File: src/rtl/alarm_pkg.sv
// +------------------------------------------------------------------+
// | alarm_pkg: shared types and constants for the alarm controller.  |
// | Rev 1.0                                                          |
// +------------------------------------------------------------------+
`default_nettype none

package alarm_pkg;

  typedef enum logic [1:0] {
    IDLE    = 2'd0,
    RINGING = 2'd1,
    SNOOZE  = 2'd2
  } alarm_state_t;

  localparam int HOURS_PER_DAY    = 24;
  localparam int MINUTES_PER_HOUR = 60;
  localparam int TIME_W           = 7;

  function automatic int max_int(input int a, input int b);
    return (a > b) ? a : b;
  endfunction

endpackage

`default_nettype wire

File: src/rtl/alarm_time_register.sv
// +------------------------------------------------------------------+
// | alarm_time_register: stored alarm hour/minute with set-mode      |
// | per-tick increment and independent field wrap. Rev 1.0           |
// +------------------------------------------------------------------+
`default_nettype none

module alarm_time_register
  import alarm_pkg::*;
#(
  parameter int DEFAULT_HOUR   = 6,
  parameter int DEFAULT_MINUTE = 0
) (
  input  logic              clock_1_second,
  input  logic              reset,
  input  logic              set_alarm,
  input  logic              inc_hour,
  input  logic              inc_minute,
  output logic [TIME_W-1:0] alarm_hour,
  output logic [TIME_W-1:0] alarm_minute
);

  localparam logic [TIME_W-1:0] c_last_hour   = TIME_W'(HOURS_PER_DAY - 1);
  localparam logic [TIME_W-1:0] c_last_minute = TIME_W'(MINUTES_PER_HOUR - 1);
  localparam logic [TIME_W-1:0] c_reset_hour  = TIME_W'(DEFAULT_HOUR);
  localparam logic [TIME_W-1:0] c_reset_min   = TIME_W'(DEFAULT_MINUTE);

  // Minutes wrap without carrying into the hour field.
  always_ff @(posedge clock_1_second) begin
    if (reset) begin
      alarm_hour   <= c_reset_hour;
      alarm_minute <= c_reset_min;
    end else if (set_alarm) begin
      if (inc_hour)
        alarm_hour <= (alarm_hour == c_last_hour) ? '0 : alarm_hour + 1'b1;
      if (inc_minute)
        alarm_minute <= (alarm_minute == c_last_minute) ? '0 : alarm_minute + 1'b1;
    end
  end

endmodule

`default_nettype wire

File: src/rtl/alarm_controller.sv
// +------------------------------------------------------------------+
// | alarm_controller: alarm trigger compare plus ring/snooze FSM     |
// | driving the buzzer and snooze indicator. Rev 1.0                 |
// +------------------------------------------------------------------+
`default_nettype none

module alarm_controller
  import alarm_pkg::*;
#(
  parameter int DEFAULT_HOUR   = 6,
  parameter int DEFAULT_MINUTE = 0,
  parameter int RING_TIMEOUT   = 60,
  parameter int SNOOZE_SECONDS = 300,
  parameter int MAX_SNOOZES    = 3
) (
  input  logic                               clock_1_second,
  input  logic                               reset,
  input  logic [TIME_W-1:0]                  cur_hour,
  input  logic [TIME_W-1:0]                  cur_minute,
  input  logic [TIME_W-1:0]                  cur_second,
  input  logic                               alarm_enable,
  input  logic                               set_alarm,
  input  logic                               inc_hour,
  input  logic                               inc_minute,
  input  logic                               snooze,
  input  logic                               stop,
  output logic [TIME_W-1:0]                  alarm_hour,
  output logic [TIME_W-1:0]                  alarm_minute,
  output logic                               ringing,
  output logic                               snoozing,
  output logic [$clog2(MAX_SNOOZES+1)-1:0]   snooze_count
);

  localparam int TIMER_W = $clog2(max_int(RING_TIMEOUT, SNOOZE_SECONDS));
  localparam int COUNT_W = $clog2(MAX_SNOOZES + 1);

  localparam logic [TIMER_W-1:0] c_ring_last   = TIMER_W'(RING_TIMEOUT - 1);
  localparam logic [TIMER_W-1:0] c_snooze_last = TIMER_W'(SNOOZE_SECONDS - 1);
  localparam logic [COUNT_W-1:0] c_max_snoozes = COUNT_W'(MAX_SNOOZES);

  alarm_state_t       r_state, w_next_state;
  logic [TIMER_W-1:0] r_timer, w_next_timer;
  logic [COUNT_W-1:0] w_next_count;
  logic               w_match;

  alarm_time_register #(
    .DEFAULT_HOUR  (DEFAULT_HOUR),
    .DEFAULT_MINUTE(DEFAULT_MINUTE)
  ) u_time_register (
    .clock_1_second(clock_1_second),
    .reset         (reset),
    .set_alarm     (set_alarm),
    .inc_hour      (inc_hour),
    .inc_minute    (inc_minute),
    .alarm_hour    (alarm_hour),
    .alarm_minute  (alarm_minute)
  );

  // Second-zero qualifier limits the match to a single tick per day.
  assign w_match = (cur_hour == alarm_hour) && (cur_minute == alarm_minute) &&
                   (cur_second == '0);

  always_comb begin
    w_next_state = r_state;
    w_next_timer = '0;
    w_next_count = snooze_count;
    if (set_alarm || !alarm_enable) begin
      w_next_state = IDLE;
      w_next_count = '0;
    end else begin
      case (r_state)
        IDLE: begin
          if (w_match)
            w_next_state = RINGING;
        end
        RINGING: begin
          if (stop) begin
            w_next_state = IDLE;
            w_next_count = '0;
          end else if (snooze && (snooze_count < c_max_snoozes)) begin
            w_next_state = SNOOZE;
            w_next_count = snooze_count + 1'b1;
          end else if (r_timer == c_ring_last) begin
            w_next_state = IDLE;
            w_next_count = '0;
          end else begin
            w_next_timer = r_timer + 1'b1;
          end
        end
        SNOOZE: begin
          if (stop) begin
            w_next_state = IDLE;
            w_next_count = '0;
          end else if (r_timer == c_snooze_last) begin
            w_next_state = RINGING;
          end else begin
            w_next_timer = r_timer + 1'b1;
          end
        end
        default: begin
          w_next_state = IDLE;
          w_next_count = '0;
        end
      endcase
    end
  end

  // Indicators are registered from the next state so they track r_state exactly.
  always_ff @(posedge clock_1_second) begin
    if (reset) begin
      r_state      <= IDLE;
      r_timer      <= '0;
      snooze_count <= '0;
      ringing      <= 1'b0;
      snoozing     <= 1'b0;
    end else begin
      r_state      <= w_next_state;
      r_timer      <= w_next_timer;
      snooze_count <= w_next_count;
      ringing      <= (w_next_state == RINGING);
      snoozing     <= (w_next_state == SNOOZE);
    end
  end

endmodule

`default_nettype wire

File: config.mk
export PLATFORM = sky130hd
export DESIGN_NAME = alarm_controller
export DESIGN_NICKNAME = d
export VERILOG_FILES = /design/src/rtl/alarm_pkg.sv /design/src/rtl/alarm_time_register.sv /design/src/rtl/alarm_controller.sv
export SDC_FILE = /design/constraint.sdc
export NUM_CORES = 1
export LEC_CHECK = 0
export CAP_MARGIN = 40
export CORE_MARGIN = 10
export CORE_UTILIZATION = 50
export CTS_CLUSTER_SIZE = 16
export DETAILED_ROUTE_END_ITERATION = 16
export GPL_ROUTABILITY_DRIVEN = 0
export GPL_TIMING_DRIVEN = 1
export PLACE_DENSITY = 0.83
export SETUP_SLACK_MARGIN = 0.2
export SLEW_MARGIN = 20
export SYNTH_ARGS = -nofsm -noshare
export SYNTH_HDL_FRONTEND = slang
export SYNTH_SLANG_ARGS = --single-unit
File: constraint.sdc
create_clock -name clock_1_second -period 3.9 [get_ports clock_1_second]
set_input_delay 0.78 -clock clock_1_second [delete_from_list [all_inputs] [get_ports clock_1_second]]
set_output_delay 0.78 -clock clock_1_second [all_outputs]
set_load 0.01 [all_outputs]
**Run 1: register map, names as in the netlist**

Other sequential cells in the stronger gray, the rest of the logic in the fainter gray.
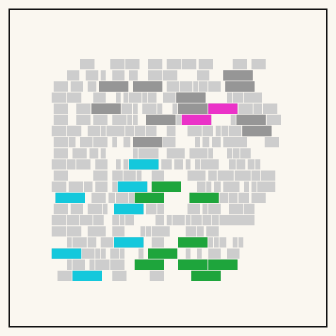
Green is `r_timer`, sequential cells 9, where south. Cyan is `u_time_register.alarm_minute`, sequential cells 7. Magenta is `r_state`, sequential cells 2.
Another 11 sequential cells are not colored.

**Run 1: routed metal, one color a layer**

Only two layers are drawn.
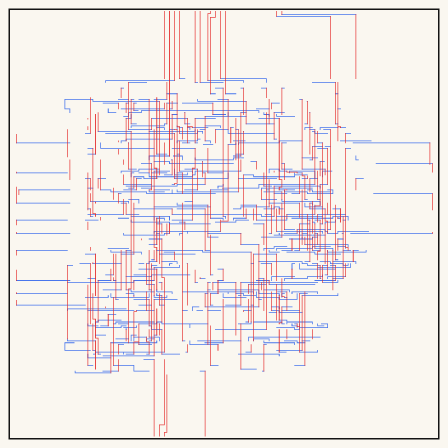
Red is met2, wire length 1590 um. Blue is met1, wire length 1770 um.

==> results.ini, run 1 <==
[final_timing]
fin_crit_sh=0.575
fin_hold_ws_ns=0.470
worst_pin_slew_ns=0.382
setup_viol=0
report.final.slew_viol_count=0

[synthesis]
netlist_area_um2=1630
post-synth-top-area-cell=dfxtp_1
yosys_area_um2=1630
yosysCellCount=185
flop_cell=dfxtp_1

[global_routing]
gr-usage-met2=0.186
met3_usage=0.0676
use_met1=0.158

[pwr]
power_leakage_nw=0.792
pwr-share-seq=0.548
p_sw_w=0.000127

[place]
dp.final_hpwl_um=2990
port_buffers=46

[final_layout]
largest_class=combinational gates
lay_top_cells=clkdlybuf4s50_1, nor2_1, dfxtp_1
final-clk-cell-share=0.0253
clockBufferCount=7
final_common_cell=clkdlybuf4s50_1

[cts]
cts_tree=yes
cts.path.max_buffers=2
cts-root-buf=clkbuf_4
numCtsBuffers=5

[detailed_routing]
drc=0
wl_per_cell_um=13.5
drtIter0Drc=86

[status]
status=finished clean

[setup_path]
worstSetupEndpointType=output pin
worstPathCellList=clkdlybuf4s50_1
slowest_stage=clkdlybuf4s50_1
cp.depth=1
reg2reg_depth=6
path_max_fanout=7
crit_type=flop to output pin

[die]
ios=47
initCoreUtil=0.530
num_rows=20

**Run 1: layout detail**

Window x 45 to 70, y 7 to 32 um. Cells in gray, sequential cells in the stronger gray; small squares are vias.
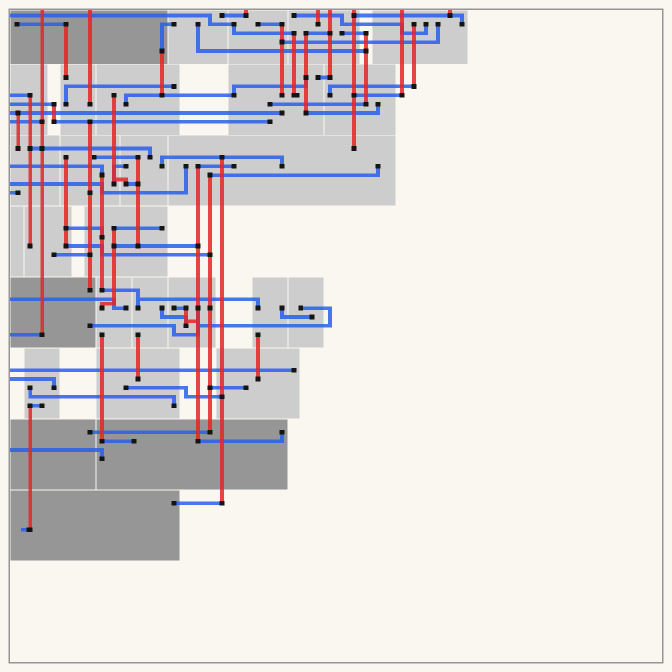
Blue is met1. Red is met2.
Most frequent: nor2_1 (5), nand3_1 (3), dfxtp_1 (3). Sequential cells in the window: 3. 25 logic cells have their middle in the window. Netlist names of flops here include `r_timer` (3).

run 1: per-stage QoR:
step	power, W	setup slack (ns)	util	instances	area, um2
after floorplan	0.000338	2.13	-	185	1630
after global placement	0.000380	1.51	0.690	271	2120
after detailed placement	0.000381	1.46	0.690	271	2120
after CTS	0.000564	1.63	0.708	278	2180
after global routing	0.000588	1.58	0.708	278	2180
final	0.000557	1.66	0.708	278	2180
run 1: cells by family (layout without fill, tap and decap cells):
logic type	after synthesis	count (layout)	share of synthesized area
AOI/OAI and AO/OA	17	17	0.0866
xor gates and xnor gates	32	32	0.172
adders and majority gates	8	8	0.0613
buffers and inverters	9	58	0.0268
DFF	29	29	0.356
muxes	3	3	0.0184
and+or+nand+nor	87	87	0.280
run 1: path summary, 6_finish.rpt:
path,to,slack [ns],start
worst min-delay path,r_timer[0],0.47,r_timer[0]
worst min register to register,r_timer[0],0.47,r_timer[0]
worst max register to register,r_timer[3],2.10,r_state[0]
worst max-delay path,alarm_minute[2],1.66,u_time_register.alarm_minute[2]
run 1: per-layer routing:
metal | wire [um] | share of wire
met2 | 1590 | 0.42
met3 | 346 | 0.092
met4 | 56 | 0.015
met1 | 1770 | 0.47
met5 | 0 | 0
run 1: flip-flops by register name, indices dropped and copies added, names as in the netlist:
name / cells
u_time_register.alarm_hour: 7
r_state: 2
r_timer: 9
snooze_count: 2
ringing: 1
snoozing: 1
u_time_register.alarm_minute: 7
run 1: power by group through the flow:
stage          registers (W)   logic, W  clock network [W]
6_report            0.000305  0.0000691           0.000183
3_3_place_gp        0.000312  0.0000681                  0
4_1_cts             0.000305  0.0000696           0.000189
3_5_place_dp        0.000312  0.0000691                  0
5_1_grt             0.000306  0.0000751           0.000207
2_1_floorplan       0.000313  0.0000249                  0
==> run 2: changes to the inputs <==
--- a/config.mk
+++ b/config.mk
@@ -7,12 +7,12 @@
 export LEC_CHECK = 0
 export CAP_MARGIN = 40
 export CORE_MARGIN = 10
-export CORE_UTILIZATION = 50
+export CORE_UTILIZATION = 43
 export CTS_CLUSTER_SIZE = 16
 export DETAILED_ROUTE_END_ITERATION = 16
 export GPL_ROUTABILITY_DRIVEN = 0
 export GPL_TIMING_DRIVEN = 1
-export PLACE_DENSITY = 0.83
+export PLACE_DENSITY = 0.76
 export SETUP_SLACK_MARGIN = 0.2
 export SLEW_MARGIN = 20
 export SYNTH_ARGS = -nofsm -noshare
==> constraint.sdc (replaced) <==
create_clock -name clock_1_second -period 2 [get_ports clock_1_second]
set_input_delay 0.4 -clock clock_1_second [delete_from_list [all_inputs] [get_ports clock_1_second]]
set_output_delay 0.4 -clock clock_1_second [all_outputs]
set_load 0.01 [all_outputs]
**Run 2: routed metal, one color a layer**

Only two layers are drawn.
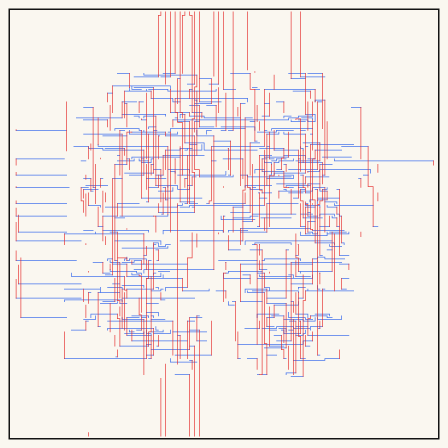
Red is met2, wire length 1920 um. Blue is met1, wire length 1760 um.

**Run 2: power grid**

Scale bar: 20 um. Pins as bars on the die edge. Tap cells in gray.
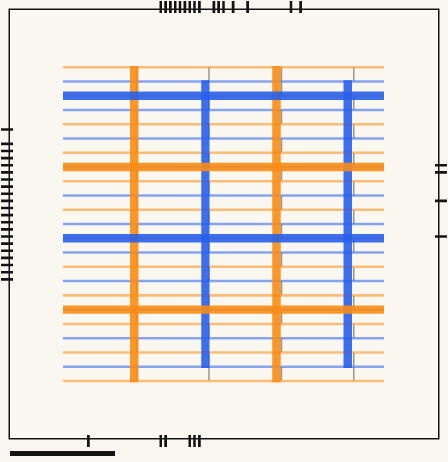
Orange is VSS. Blue is VDD.
47 signal pins sit on the boundary. 23 met1 rails follow the rows. 4 straps on met5. 48 tap cells.

==> run 2 against run 1 <==
Synthesized cell count unchanged. Die area increased by 12%. Worst hold slack got worse by 0.00076 ns. Critical path type unchanged.
==> results.ini, run 2 <==
[die]
num_rows=22  ; +10%
initCoreUtil=0.446  ; -0.0845
ios=47  ; unchanged
chip_area_um2=6660

[final_timing]
max-slew-margin-rel=0.767
hold_viol_final=0
rsz0062_at_grt=no
worst_pin_slew_ns=0.347  ; -0.0349 ns
setup_slack_ns=0.270  ; -1.39 ns
period_needed_ns=1.73
max_freq_ghz=0.578
report.final.slew_viol_count=0  ; unchanged
fin_crit_sh=0.865
setup_viol=0  ; unchanged
finClkSkew_ns=0.00294

[detailed_routing]
vias_per_cell=5.02
wl_per_cell_um=13.9  ; +2.7%
drtIter0Drc=70  ; -19%
top_layer=met4
route.met3.wl_um=271  ; -22%
m1WireLength_um=1760  ; -0.40%
dr_total_vias=1461
firstDrtPassIters=4
wl_met2_um=1920  ; +21%
drc=0  ; unchanged

[global_routing]
grt-ovfl-total=0
met3_usage=0.0502  ; -0.0174
antenna_found_initial=0
gr-usage-met2=0.209  ; +0.0221
use_met1=0.152  ; -0.00521
grt_max_degree=10

[setup_path]
worstSetupEndpointType=output pin
r2r_start=r_state[0]
reg2reg_depth=7  ; +1
r2r_slack_ns=0.28  ; -1.82 ns
worstPathArrival_ns=1.33
crit_type=flop to output pin
path_max_fanout=6  ; -1
critPathBufInv=1
cp-startpoint=u_time_register.alarm_hour[4]
r2r_end=snoozing
worstPathCellList=clkdlybuf4s50_1
critPathTopFamily=buffers and inverters
slowest_stage=clkdlybuf4s50_1
cp.depth=1  ; unchanged
crit_path_end=alarm_hour[4]

[place]
dp.final_hpwl_um=3170  ; +6.2%
placed_cells=282  ; +4.1%
dp_slack_ns=0.00476  ; -1.45 ns
dpl_cell_area_um2=2180  ; +2.7%
port_buffers=46  ; unchanged

[synthesis]
ys.flops=29
fp_nets=222
synth_cell_types=40
post-synth-top-area-cell=dfxtp_1
syn_area_per_cell_um2=8.83
yosys_area_um2=1630  ; unchanged
postSynthSeqShare=0.356
synthTopCellsByArea=dfxtp_1, xnor2_1, nor2_1
synth_warnings=0
yosysCellCount=185  ; unchanged
flop_cell=dfxtp_1
top_cells_by_count=nor2_1, dfxtp_1, xnor2_1
top_area_frac=0.356
netlist_area_um2=1630  ; unchanged
synth-edff-count=0

[cts]
numCtsBuffers=5  ; unchanged
cts.path.max_buffers=2  ; unchanged
clkLatencyLatePin_ns=0.28
cts-root-buf=clkbuf_8
h-tree-depth=2
cts_tree=yes

[final_layout]
design_area_um2=2320  ; +6.6%
syn_to_final_growth_pct=42.2
final_common_cell=clkdlybuf4s50_1
top_regs=r_timer: 9 flops, u_time_register.alarm_hour: 7 flops, u_time_register.alarm_minute: 7 flops
lay_top_cells=clkdlybuf4s50_1, nor2_1, dfxtp_1
largest-register=r_timer
final_cells=291  ; +4.7%
largest_register_ffs=9  ; unchanged

[job]
drv_cap=0

[status]
status=finished clean

[worst_hold_path]
worstHoldPathCells=1
hp-start=r_timer[0]
hold_end=r_timer[0]
min-delay-path-class=flop to flop

[pwr]
power_leakage_nw=0.853  ; +7.7%

run 2: cell types whose count changed in the layout (fill, tap and decap cells not counted), sizes merged:
cell,previous run,this run
buf,0,9
run 2: where the power goes:
part / internal (W) / leakage [nW] / total [W] / switching (W)
sequential: 0.000585 / 0.237 / 0.000596 / 0.0000111
combinational: 0.0000953 / 0.571 / 0.000143 / 0.0000480
clock: 0.000272 / 0.0443 / 0.000481 / 0.000208
total: 0.000952 / 0.853 / 0.00122 / 0.000267
run 2: metrics by stage:
stage / utilization / power (W) / hold slack, ns
2_1_floorplan: - / 0.000658 / 0.430
3_3_place_gp: 0.596 / 0.000750 / 0.444
3_5_place_dp: 0.596 / 0.000752 / 0.458
4_1_cts: 0.620 / 0.00123 / 0.475
5_1_grt: 0.634 / 0.00127 / 0.505
6_report: 0.634 / 0.00122 / 0.469
run 2: cell families after synthesis:
kind of cell             count (synthesis)  synth area share
adder cells (fa/ha/maj)                  8            0.0613
AND/OR/NAND/NOR                         87             0.280
buffers and inverters                    9            0.0268
flip-flops                              29             0.356
multiplexers                             3            0.0184
AND-OR/OR-AND                           17            0.0866
XOR/XNOR                                32             0.172
run 2: worst register-to-register path: stages (launching register included):
cell and delay, ns:
dfxtp_2 0.34, inv_1 0.08, ha_4 0.18, nor2b_2 0.17, buf_4 0.14, or3_4 0.37, a32oi_2 0.20, and3b_1 0.19
run 2: timing repair:
| action | in CTS | in global routing |
|---|---|---|
| setup endpoints to repair | 1 | 16 |
| pin swaps | 0 | 3 |
| gates resized | 1 | 11 |
| hold buffers | 0 | 0 |
| buffers inserted | 0 | 2 |
run 2: layout make-up:
type,count,area (um2)
clock buffer,7,86.3
fill,326,1340
inverter,5,18.8
multi-input combinational,147,1040
sequential,29,588
tap,48,60.1
timing repair buffer,55,528
No activity file was given, so power comes from the tool's default toggle rates.
